### Met1 routing, run 1

Scale bar: 20 um.
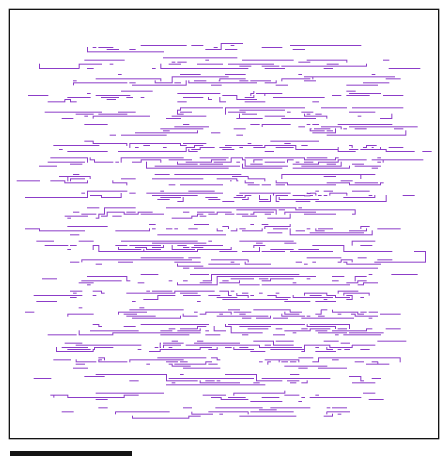
### Metal 2, run 1

Scale bar: 20 um.
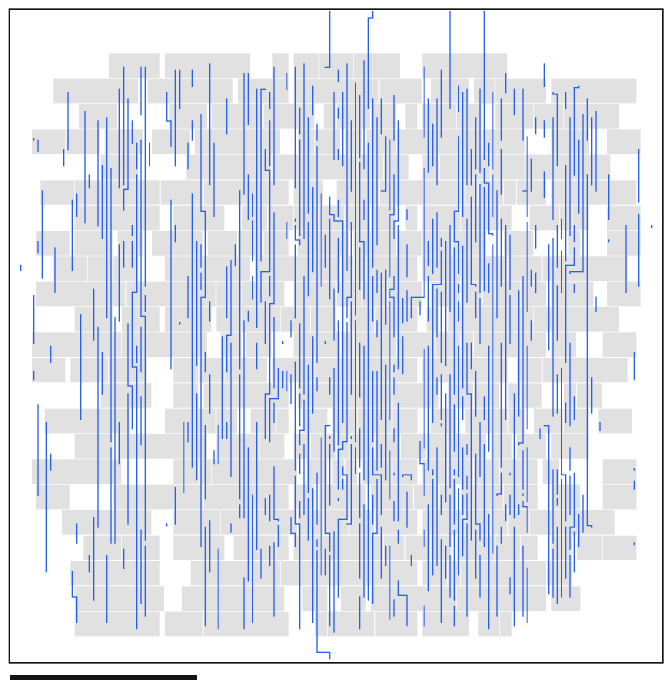
### Metal 3, run 1

Scale bar: 20 um.
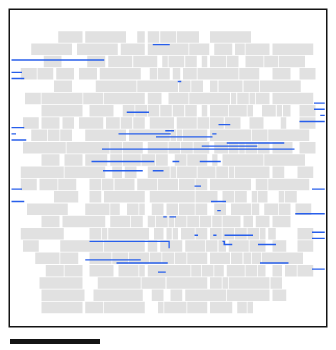
<file path="config.mk">
export PLATFORM = sky130hd
export DESIGN_NAME = arbiter_iwrr_prog
export DESIGN_NICKNAME = d
export VERILOG_FILES = /design/src/rtl/arbiter_iwrr_prog.sv
export SDC_FILE = /design/constraint.sdc
export NUM_CORES = 1
export LEC_CHECK = 0
export CAP_MARGIN = 30
export CORE_MARGIN = 2
export CORE_UTILIZATION = 51
export DETAILED_ROUTE_END_ITERATION = 7
export PLACE_DENSITY_LB_ADDON = 0.15
export REMOVE_ABC_BUFFERS = 1
export SLEW_MARGIN = 25
export SYNTH_ARGS = -nofsm -noshare
export SYNTH_HDL_FRONTEND = slang
export SYNTH_SLANG_ARGS = --single-unit
</file>
<file path="constraint.sdc">
create_clock -name clk -period 3.6 [get_ports clk]
set_input_delay 0.9 -clock clk [delete_from_list [all_inputs] [get_ports clk]]
set_output_delay 0.9 -clock clk [all_outputs]
set_load 0.02 [all_outputs]
</file>
<file path="src/rtl/arbiter_iwrr_prog.sv">
// Interleaved weighted round-robin arbiter with runtime-programmable weights.
// Weight writes are shadowed and committed to the active set only at round wrap or while idle.
module arbiter_iwrr_prog #(
    parameter int unsigned                   P_REQUESTER_NUM = 3,
    parameter int unsigned                   P_WEIGHT_W      = 4,
    parameter logic [0:P_REQUESTER_NUM*32-1] P_WEIGHT_INIT   = {32'd5, 32'd3, 32'd2}
) (
    input  logic                               clk,
    input  logic                               rst,
    input  logic [P_REQUESTER_NUM-1:0]         req_i,
    input  logic                               grant_ready_i,
    output logic [P_REQUESTER_NUM-1:0]         grant_valid_o,
    output logic [$clog2(P_REQUESTER_NUM)-1:0] grant_idx_o,
    input  logic                               cfg_wr_i,
    input  logic [$clog2(P_REQUESTER_NUM)-1:0] cfg_idx_i,
    input  logic [P_WEIGHT_W-1:0]              cfg_weight_i,
    output logic [P_WEIGHT_W-1:0]              round_o
);
    localparam int unsigned N     = P_REQUESTER_NUM;
    localparam int unsigned IDX_W = $clog2(N);
    localparam int unsigned PTR_W = $clog2(N + 1);
    localparam int unsigned WW    = P_WEIGHT_W;

    logic [WW-1:0]    w_q [N];
    logic [WW-1:0]    p_q [N];
    logic [WW-1:0]    rnd_q;
    logic [PTR_W-1:0] ptr_q;

    logic             load_c;
    logic             found_cur_c;
    logic             found_nxt_c;
    logic             higher_c;
    logic             commit_c;
    logic [IDX_W-1:0] idx_cur_c;
    logic [IDX_W-1:0] idx_nxt_c;
    logic [IDX_W-1:0] sel_idx_c;
    logic [WW-1:0]    nxt_rnd_c;
    logic [WW-1:0]    sel_rnd_c;
    logic [N-1:0]     sel_onehot_c;

    assign round_o = rnd_q;

    // Grant search: rest of the current round first, then the first slot of the following round.
    always_comb begin
        load_c       = !(|grant_valid_o) || grant_ready_i;
        found_cur_c  = 1'b0;
        found_nxt_c  = 1'b0;
        higher_c     = 1'b0;
        idx_cur_c    = '0;
        idx_nxt_c    = '0;
        sel_onehot_c = '0;

        for (int i = 0; i < int'(N); i++) begin
            if (req_i[i] && (w_q[i] > rnd_q)) begin
                higher_c = 1'b1;
            end
        end
        nxt_rnd_c = higher_c ? (rnd_q + WW'(1)) : WW'(1);

        for (int i = 0; i < int'(N); i++) begin
            if (!found_cur_c && req_i[i] && (w_q[i] >= rnd_q) && (PTR_W'(i) >= ptr_q)) begin
                found_cur_c = 1'b1;
                idx_cur_c   = IDX_W'(i);
            end
            if (!found_nxt_c && req_i[i] && (w_q[i] >= nxt_rnd_c)) begin
                found_nxt_c = 1'b1;
                idx_nxt_c   = IDX_W'(i);
            end
        end

        sel_idx_c = found_cur_c ? idx_cur_c : idx_nxt_c;
        sel_rnd_c = found_cur_c ? rnd_q : nxt_rnd_c;
        for (int i = 0; i < int'(N); i++) begin
            sel_onehot_c[i] = (sel_idx_c == IDX_W'(i));
        end

        // Commit on a wrap-path grant or on an idle load.
        commit_c = load_c && !found_cur_c && (!found_nxt_c || (nxt_rnd_c == WW'(1)));
    end

    always_ff @(posedge clk or posedge rst) begin
        if (rst) begin
            grant_valid_o <= '0;
            grant_idx_o   <= '0;
            rnd_q         <= WW'(1);
            ptr_q         <= '0;
            for (int i = 0; i < int'(N); i++) begin
                w_q[i] <= WW'(P_WEIGHT_INIT[i*32 +: 32]);
                p_q[i] <= WW'(P_WEIGHT_INIT[i*32 +: 32]);
            end
        end else begin
            for (int i = 0; i < int'(N); i++) begin
                if (cfg_wr_i && (cfg_idx_i == IDX_W'(i))) begin
                    p_q[i] <= cfg_weight_i;
                end
            end
            // Active weights take the pending values as they stood before this edge.
            if (commit_c) begin
                w_q <= p_q;
            end
            if (load_c) begin
                if (found_cur_c || found_nxt_c) begin
                    grant_valid_o <= sel_onehot_c;
                    grant_idx_o   <= sel_idx_c;
                    ptr_q         <= PTR_W'(sel_idx_c) + PTR_W'(1);
                    rnd_q         <= sel_rnd_c;
                end else begin
                    grant_valid_o <= '0;
                end
            end
        end
    end

endmodule
</file>
==> results.cfg, run 1 <==
; synthesis and place-and-route metrics
[status]
status = finished with violations
violations = setup timing

[yosys]
edf_count = 0
syn_inst = 186
syn_area_um2 = 2210

[cts]
cts_buffers = 5

[drt]
drc = 0

[setup_path]
crit_type = in -> reg
rrSetupSlack_ps = -290
cp_num_buf_inv = 5
crit_slowest_cell = clkdlybuf4s50_1

[sta]
fin_ws_ps = -297
max_freq_mhz = 257
setup_violations = 23
rsz0062_at_grt = yes

[cells_and_area]
mostFrequentLayoutCells = 59 x buf_4, 24 x dfrtp_1, 21 x clkdlybuf4s50_1
diodes = 0

[worst_hold_path]
holdPathStages = 1

[global_routing]
grt_pass1_wl_um = 9200

[run]
cap_violations = 0
Back to the opening pictures, 'Met1 routing':
The layer holds 41% of the routed length. The layer carries 2590 um of wire. 294 nets have wire on it.
via count: 1899
total wire length: 6320 um
met1 GRT Util: 29.9%

Back to the opening pictures, 'Metal 2':
The wires run mostly vertical. The longest straight run is 49.0 um. The layer carries 3290 um of wire.

Back to the opening pictures, 'Metal 3':
37 nets have wire on it. The longest straight run is 42.3 um.
met3 Resource Use GR: 4.04%

==> run 1 -> run 2 <==
--- a/config.mk
+++ b/config.mk
@@ -5,12 +5,13 @@
 export SDC_FILE = /design/constraint.sdc
 export NUM_CORES = 1
 export LEC_CHECK = 0
+export ABC_AREA = 1
 export CAP_MARGIN = 30
 export CORE_MARGIN = 2
 export CORE_UTILIZATION = 51
 export DETAILED_ROUTE_END_ITERATION = 7
+export MAX_ROUTING_LAYER = met4
 export PLACE_DENSITY_LB_ADDON = 0.15
-export REMOVE_ABC_BUFFERS = 1
 export SLEW_MARGIN = 25
 export SYNTH_ARGS = -nofsm -noshare
 export SYNTH_HDL_FRONTEND = slang
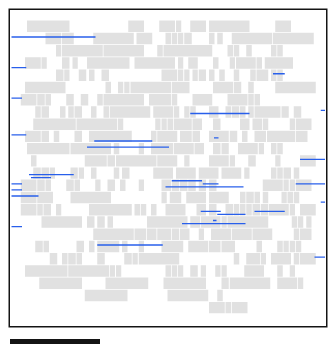
*Metal 3, run 2*
Scale bar: 20 um.
26 nets have wire on it. The wires run mostly horizontal. The layer carries 185 um of wire.
via count: 1853
total wire length: 4620 um

==> results.cfg, run 2 <==
; synthesis and place-and-route metrics
[yosys]
syn_area_um2 = 2240
syn_inst = 277
edf_count = 0

[setup_path]
r2r-start = round_o[0]
worst_ep_required_time_ps = 3790
cp_num_buf_inv = 5
cp_num_cells = 19
crit_type = in -> reg
slowest_delay_ps = 490
rrSetupSlack_ps = 440
crit_slowest_cell = clkdlybuf4s50_1

[status]
status = complete, no violations

[global_routing]
grt_pass1_vias = 1722
use_met3_pct = 4.18
met1_usage_pct = 29.0
grt_pass1_wl_um = 8050

[cts]
cts_buffers = 5

[cells_and_area]
dominant_cells = multi-input combinational cells
diodes = 0
buffers = 24
comb_area_share_pct = 45.6
mostFrequentLayoutCells = 94 x nand2_1, 33 x inv_1, 28 x ha_1
nets = 346

[sta]
fin_ws_ps = 319
max_freq_mhz = 305
rsz0062_at_grt = no
setup_violations = 0

[die]
chip_area_um2 = 4940
fp.dieH_um = 70.3

[run]
cap_violations = 0

[drt]
drc = 0

[worst_hold_path]
holdPathStages = 2
==> run 2 -> run 3 <==
--- a/config.mk
+++ b/config.mk
@@ -7,11 +7,11 @@
 export LEC_CHECK = 0
 export ABC_AREA = 1
 export CAP_MARGIN = 30
-export CORE_MARGIN = 2
+export CORE_MARGIN = 10
 export CORE_UTILIZATION = 51
 export DETAILED_ROUTE_END_ITERATION = 7
 export MAX_ROUTING_LAYER = met4
-export PLACE_DENSITY_LB_ADDON = 0.15
+export PLACE_DENSITY = 0.87
 export SLEW_MARGIN = 25
 export SYNTH_ARGS = -nofsm -noshare
 export SYNTH_HDL_FRONTEND = slang
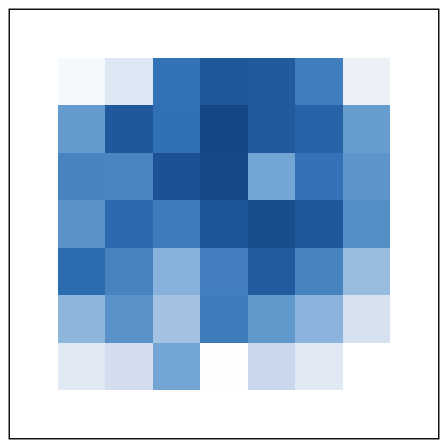
*Cell area per tile, run 3*
9 x 9 tiles, from white (low) to dark blue (high), 0 to 100% covered.
The emptiest ninth of the die: lower right. The fullest tile reaches 91%. The mean over all tiles is 34%. The densest ninth of the die: centre.

==> results.cfg, run 3 <==
; synthesis and place-and-route metrics
[status]
status = complete, no violations

[cells_and_area]
buffers = 26
nets = 348
comb_area_share_pct = 45.7
mostFrequentLayoutCells = 94 x nand2_1, 33 x inv_1, 28 x ha_1
dominant_cells = multi-input combinational cells

[sta]
setup_violations = 0
max_freq_mhz = 307
fin_ws_ps = 346

[worst_hold_path]
holdPathStages = 2

[setup_path]
cp_num_cells = 18
slowest_delay_ps = 540
worst_ep_required_time_ps = 3780
crit_type = in -> reg
rrSetupSlack_ps = 500
cp_num_buf_inv = 3
crit_slowest_cell = clkdlybuf4s50_1
r2r-start = round_o[3]

[run]
cap_violations = 0

[drt]
drc = 0
drt-total-wl_um = 5030
num_vias = 1876

[yosys]
edf_count = 0
syn_area_um2 = 2240

[cts]
cts_buffers = 5

[global_routing]
grt_pass1_wl_um = 8890
met1_usage_pct = 17.8
grt_pass1_vias = 1932

[die]
chip_area_um2 = 7440
fp.dieH_um = 86.3
